[config.mk]
export PLATFORM = sky130hd
export DESIGN_NAME = mult_issue_ctrl
export DESIGN_NICKNAME = d
export VERILOG_FILES = /design/src/rtl/mult_issue_ctrl.sv
export SDC_FILE = /design/constraint.sdc
export NUM_CORES = 1
export LEC_CHECK = 0
export CAP_MARGIN = 15
export CORE_MARGIN = 10
export CORE_UTILIZATION = 47
export DETAILED_ROUTE_END_ITERATION = 8
export PLACE_DENSITY = 0.87
export REMOVE_ABC_BUFFERS = 1
export SLEW_MARGIN = 40
export SYNTH_ARGS = -nofsm -noshare
export SYNTH_HDL_FRONTEND = slang
export SYNTH_SLANG_ARGS = --single-unit
[constraint.sdc]
create_clock -name clock -period 2.2 [get_ports clock]
set_input_delay 0.33 -clock clock [delete_from_list [all_inputs] [get_ports clock]]
set_output_delay 0.33 -clock clock [all_outputs]
set_load 0.03 [all_outputs]
[src/rtl/mult_issue_ctrl.sv]
// Issue controller for a 4x4 sequential multiplier: accepts an operand pair, pulses START,
// waits for a qualified READY (or times out), then holds the registered product until accepted.
module mult_issue_ctrl #(
  parameter int START_CYCLES = 2,
  parameter int TIMEOUT      = 31
) (
  input  logic       clock,
  input  logic       reset,
  input  logic       in_valid,
  output logic       in_ready,
  input  logic [3:0] in_a,
  input  logic [3:0] in_b,
  output logic       out_valid,
  input  logic       out_ready,
  output logic [7:0] out_p,
  output logic       err,
  output logic [7:0] done_cnt,
  output logic       mul_start,
  output logic [3:0] mul_a,
  output logic [3:0] mul_b,
  input  logic       mul_ready,
  input  logic [7:0] mul_p
);

  typedef enum logic [1:0] {
    S_IDLE  = 2'd0,
    S_START = 2'd1,
    S_RUN   = 2'd2,
    S_DONE  = 2'd3
  } state_t;

  localparam logic [7:0] START_LAST = 8'(START_CYCLES - 1);
  localparam logic [7:0] TIMEOUT_CNT = 8'(TIMEOUT);

  state_t     state_q;
  logic [7:0] cnt_q;
  logic       in_ready_q;
  logic       out_valid_q;
  logic [7:0] out_p_q;
  logic       err_q;
  logic [7:0] done_cnt_q;
  logic       mul_start_q;
  logic [3:0] mul_a_q;
  logic [3:0] mul_b_q;

  logic [7:0] cnt_d;
  logic       ready_qual_d;

  // READY seen on the first RUN cycle may be left over from the previous operation.
  assign cnt_d        = cnt_q + 8'd1;
  assign ready_qual_d = mul_ready && (cnt_q != 8'd0);

  always_ff @(posedge clock) begin
    if (reset) begin
      state_q     <= S_IDLE;
      cnt_q       <= 8'd0;
      in_ready_q  <= 1'b1;
      out_valid_q <= 1'b0;
      out_p_q     <= 8'd0;
      err_q       <= 1'b0;
      done_cnt_q  <= 8'd0;
      mul_start_q <= 1'b0;
      mul_a_q     <= 4'd0;
      mul_b_q     <= 4'd0;
    end else begin
      case (state_q)
        S_IDLE: begin
          if (in_valid) begin
            mul_a_q     <= in_a;
            mul_b_q     <= in_b;
            cnt_q       <= 8'd0;
            in_ready_q  <= 1'b0;
            mul_start_q <= 1'b1;
            state_q     <= S_START;
          end
        end
        S_START: begin
          if (cnt_q == START_LAST) begin
            cnt_q       <= 8'd0;
            mul_start_q <= 1'b0;
            state_q     <= S_RUN;
          end else begin
            cnt_q <= cnt_d;
          end
        end
        S_RUN: begin
          cnt_q <= cnt_d;
          // A real product arriving on the timeout cycle takes precedence over the error path.
          if (ready_qual_d) begin
            out_p_q     <= mul_p;
            out_valid_q <= 1'b1;
            state_q     <= S_DONE;
          end else if (cnt_q == TIMEOUT_CNT) begin
            out_p_q     <= 8'h00;
            out_valid_q <= 1'b1;
            err_q       <= 1'b1;
            state_q     <= S_DONE;
          end
        end
        S_DONE: begin
          if (out_ready) begin
            out_valid_q <= 1'b0;
            done_cnt_q  <= done_cnt_q + 8'd1;
            in_ready_q  <= 1'b1;
            state_q     <= S_IDLE;
          end
        end
        default: begin
          state_q <= S_IDLE;
        end
      endcase
    end
  end

  assign in_ready  = in_ready_q;
  assign out_valid = out_valid_q;
  assign out_p     = out_p_q;
  assign err       = err_q;
  assign done_cnt  = done_cnt_q;
  assign mul_start = mul_start_q;
  assign mul_a     = mul_a_q;
  assign mul_b     = mul_b_q;

endmodule

==> run_1/congestion.png <==
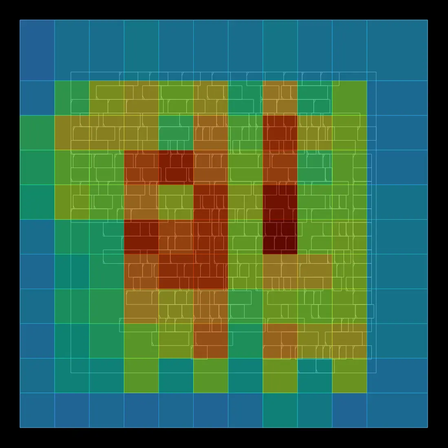
Routed wire per std cell: 14.8 um
fin util: 65.7%
GR Util met1: 15.1%

==> run_1/sizes.png <==
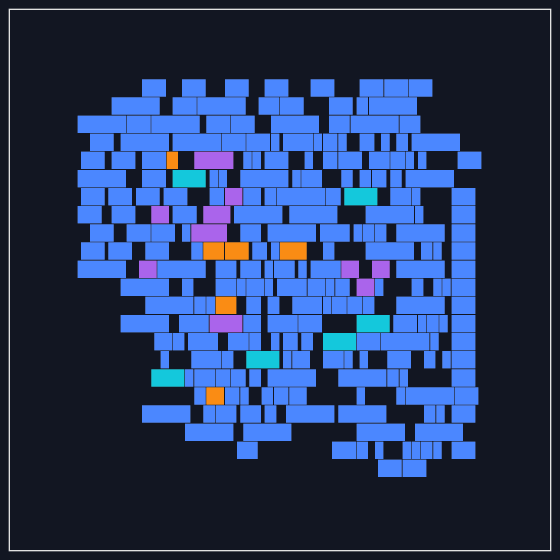
[_3 and _4 cells] purple | cells: 10 | share: 4.1%
[_6 and larger] cyan | cells: 6 | share: 2.4%
[_0 and _1 cells] blue | cells: 224 | share: 91%
[_2 cells] orange | cells: 6 | share: 2.4%

==> run_1/clk_routes.png <==
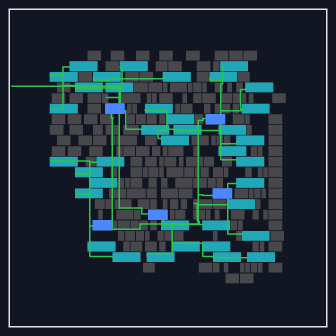
[clock drivers] blue | count: 5
[flip-flops] cyan | count: 38
[clock wires] green | length: 466 um
routed clock nets: 6

==> notes.md, run 1 <==
run results: status completed, vias in the first global route about 1500, Synth area leader dfxtp_1, Logic cell area around 900 um2, Power Density between 800 and 900 nW/um2, Die Height 81.1 um, Net Sw Power 692 uW, design area between 2000 and 2500 um2, total power 1.97 mW, post-synthesis sequential area ratio between 40% and 50%, Int Power 1.28 mW, sequential power between 700 and 800 uW, CP bufs+invs 0, Placed Cells approximately 290, Clock Pin Slew Worst Setup and Hold Paths about 0.070 ns, reg2reg start cnt_q[0], main area contributors dfxtp_1 (43%), ha_1 (6.4%), nand2_1 (5.1%), Comb area share roughly two fifths, post-synth area from yosys stat 1750 um2, fillers just over 300, Gate power share about a third, ys async rst share 0%, number of I/O pins a little under 50, xor/xnor share 4.50%, Layout area overhead 36.3%, post-CTS setup buffers 0, most frequent cells in the layout clkdlybuf4s50_1 (48), dfxtp_1 (38), nand2_1 (24), a21oi_1 (16), nor2_1 (13), Final WS setup about 0.17 ns, most numerous logic cell after layout clkdlybuf4s50_1, Final Max Slew Viols 0, sequential share of power between 40% and 50%, CP Launch Point cnt_q[0], initial drt markers about 80, tool warnings 32, n_taps 48, Tmin final about 2.0 ns, TritonRoute pass-1 iters 4, NonClk Buf Share 21.7%, setup violators final 0, critical path class flip-flop to flip-flop, Non-Filler Instances between 200 and 300, Layout clock area frac 3.98%, Antenna Nets Post-Route 0, grt peak-use layer met2, drt drc 0, adder-cell share of the synthesized area 6.42%, post-layout period usage around 92%, gate count of the mapped netlist between 150 and 200, met3 Usage GRT between 5 and 6%, Worst setup SP type flip-flop, Sw Ratio 35.2%, die area 6570 um2, Worst slew margin between 50% and 60%, nature of the critical path endpoint flip-flop, Post-Synth Simple-Gate Area 20.6%, Main power group sequential cells, flop count 38, initial antenna violation count 0, met2 wire len between 2 and 2.5 mm, DR top layer met4, Cell Area, Synth around 1800 um2, routability congestion estimate 0.898, hold path start mul_b[3], H-tree Lvls 2, fin nets 275, first-pass GRT wire length roughly 7 mm, slowest CP cell dfxtp_1, Post-Place Worst Slack roughly 0.22 ns, P_leak 0.852 nW
==> run_1/logic_types.png <==
Scale bar: 20 um.
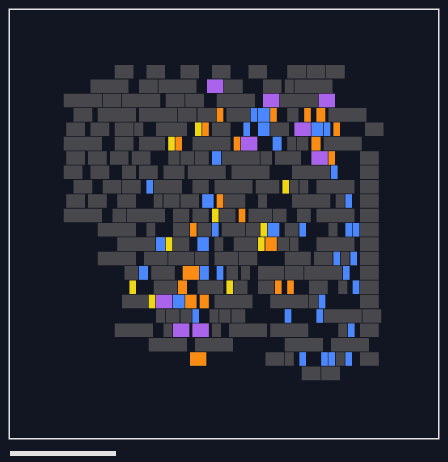

==> run 2: changes to the inputs <==
Settings changed: CORE_UTILIZATION 47 to 45, PLACE_DENSITY 0.87 to 0.84.
==> run_2/logic_types.png <==
Scale bar: 20 um.
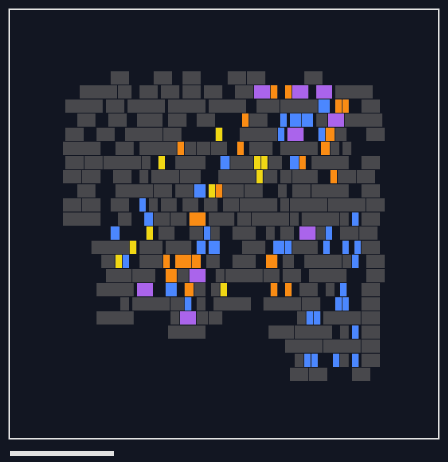
[nor cells] orange | cells: 21 | most used: nor2_1
[xor and xnor cells] purple | cells: 9 | most used: xnor2_1
[inv cells] yellow | cells: 10 | most used: inv_1 | where: middle
[nand cells] blue | cells: 36 | most used: nand2_1

==> run 2 against run 1 <==
Against the previous run:
- first-iteration DRC count up 14%
- synthesized area unchanged
- die area up 3.3%
- worst hold slack worse by 0.0020 ns
- critical path type unchanged
- maximum frequency up 1.2%
- critical endpoint unchanged
==> notes.md, run 2 <==
run results: status completed, Synth area leader dfxtp_1, Placed Cells 285 (-0.35%), vias in the first global route 1490 (-2.9%), post-layout period usage 91.2% (-1.1 points), flop count 38 (unchanged), initial drt markers 89 (+14%), n_taps 48 (unchanged), initial antenna violation count 0 (unchanged), P_leak 0.848 nW (-0.56%), main area contributors dfxtp_1 (43%), ha_1 (6.4%), nand2_1 (5.1%), sequential power 792 uW (about the same), Power Density 821 nW/um2 (-0.35%), routability congestion estimate 0.847 (-5.6%), Layout clock area frac 3.99% (+0.013 points), sequential share of power 40.5% (+0.2 points), Cell Area, Synth 1750 um2 (unchanged), adder-cell share of the synthesized area 6.42% (unchanged), Logic cell area 917 um2 (unchanged), placed instance area 2290 um2, number of I/O pins 49 (unchanged), critical path class flip-flop to flip-flop, most frequent cells in the layout clkdlybuf4s50_1 (48), dfxtp_1 (38), nand2_1 (24), a21oi_1 (16), nor2_1 (13), Post-Synth Simple-Gate Area 20.6% (unchanged), Final Max Slew Viols 0 (unchanged), slowest CP cell dfxtp_1, Post-Place Worst Slack 0.211 ns (-0.00491 ns), first-pass GRT wire length 6.84 mm (-1.7%), reg2reg start cnt_q[0], gate count of the mapped netlist 193 (unchanged), fin util 64.1% (-1.7 points), Final WS setup 0.194 ns (+0.0233 ns), post-synth area from yosys stat 1750 um2 (unchanged), Net Sw Power 679 uW (-1.9%), Gate power share 34.3% (-0.2 points), CP Launch Point cnt_q[0], tool warnings 31 (-3.1%), GR Util met1 14.9% (-0.17 points), Worst setup SP type flip-flop, nature of the critical path endpoint flip-flop, Routed wire per std cell 14.3 um (-3.5%), Non-Filler Instances 293 (-0.34%), post-CTS setup buffers 0 (unchanged), GR Overflow Total 0, Sw Ratio 34.7% (-0.43 points), TritonRoute pass-1 iters 4 (unchanged), die area 6790 um2 (+3.3%), DR top layer met4, CTS Buf Count 5, Int Power 1.28 mW (about the same), fillers 308 (-0.96%), Worst slew margin 59.6% (+0.57 points), Clock Pin Slew Worst Setup and Hold Paths 0.08 ns (about the same), Layout area overhead 35.8%, met3 Usage GRT 4.86% (-0.55 points), met2 wire len 1.88 mm (-7.3%), hold path start mul_a[2], root buffer cell clkbuf_8, drt drc 0 (unchanged), fin nets 274 (-0.36%), NonClk Buf Share 21.4% (-0.25 points)
==> run_2/clk_routes.png <==
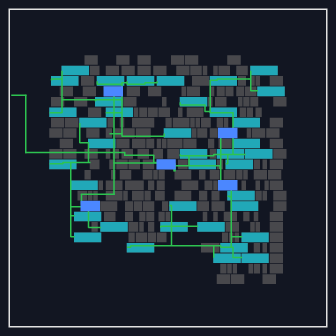
[clock wires] green | length: 442 um
[flip-flops] cyan | count: 38
[clock drivers] blue | count: 5
routed clock nets: 6

No activity file was given, so power comes from the tool's default toggle rates.
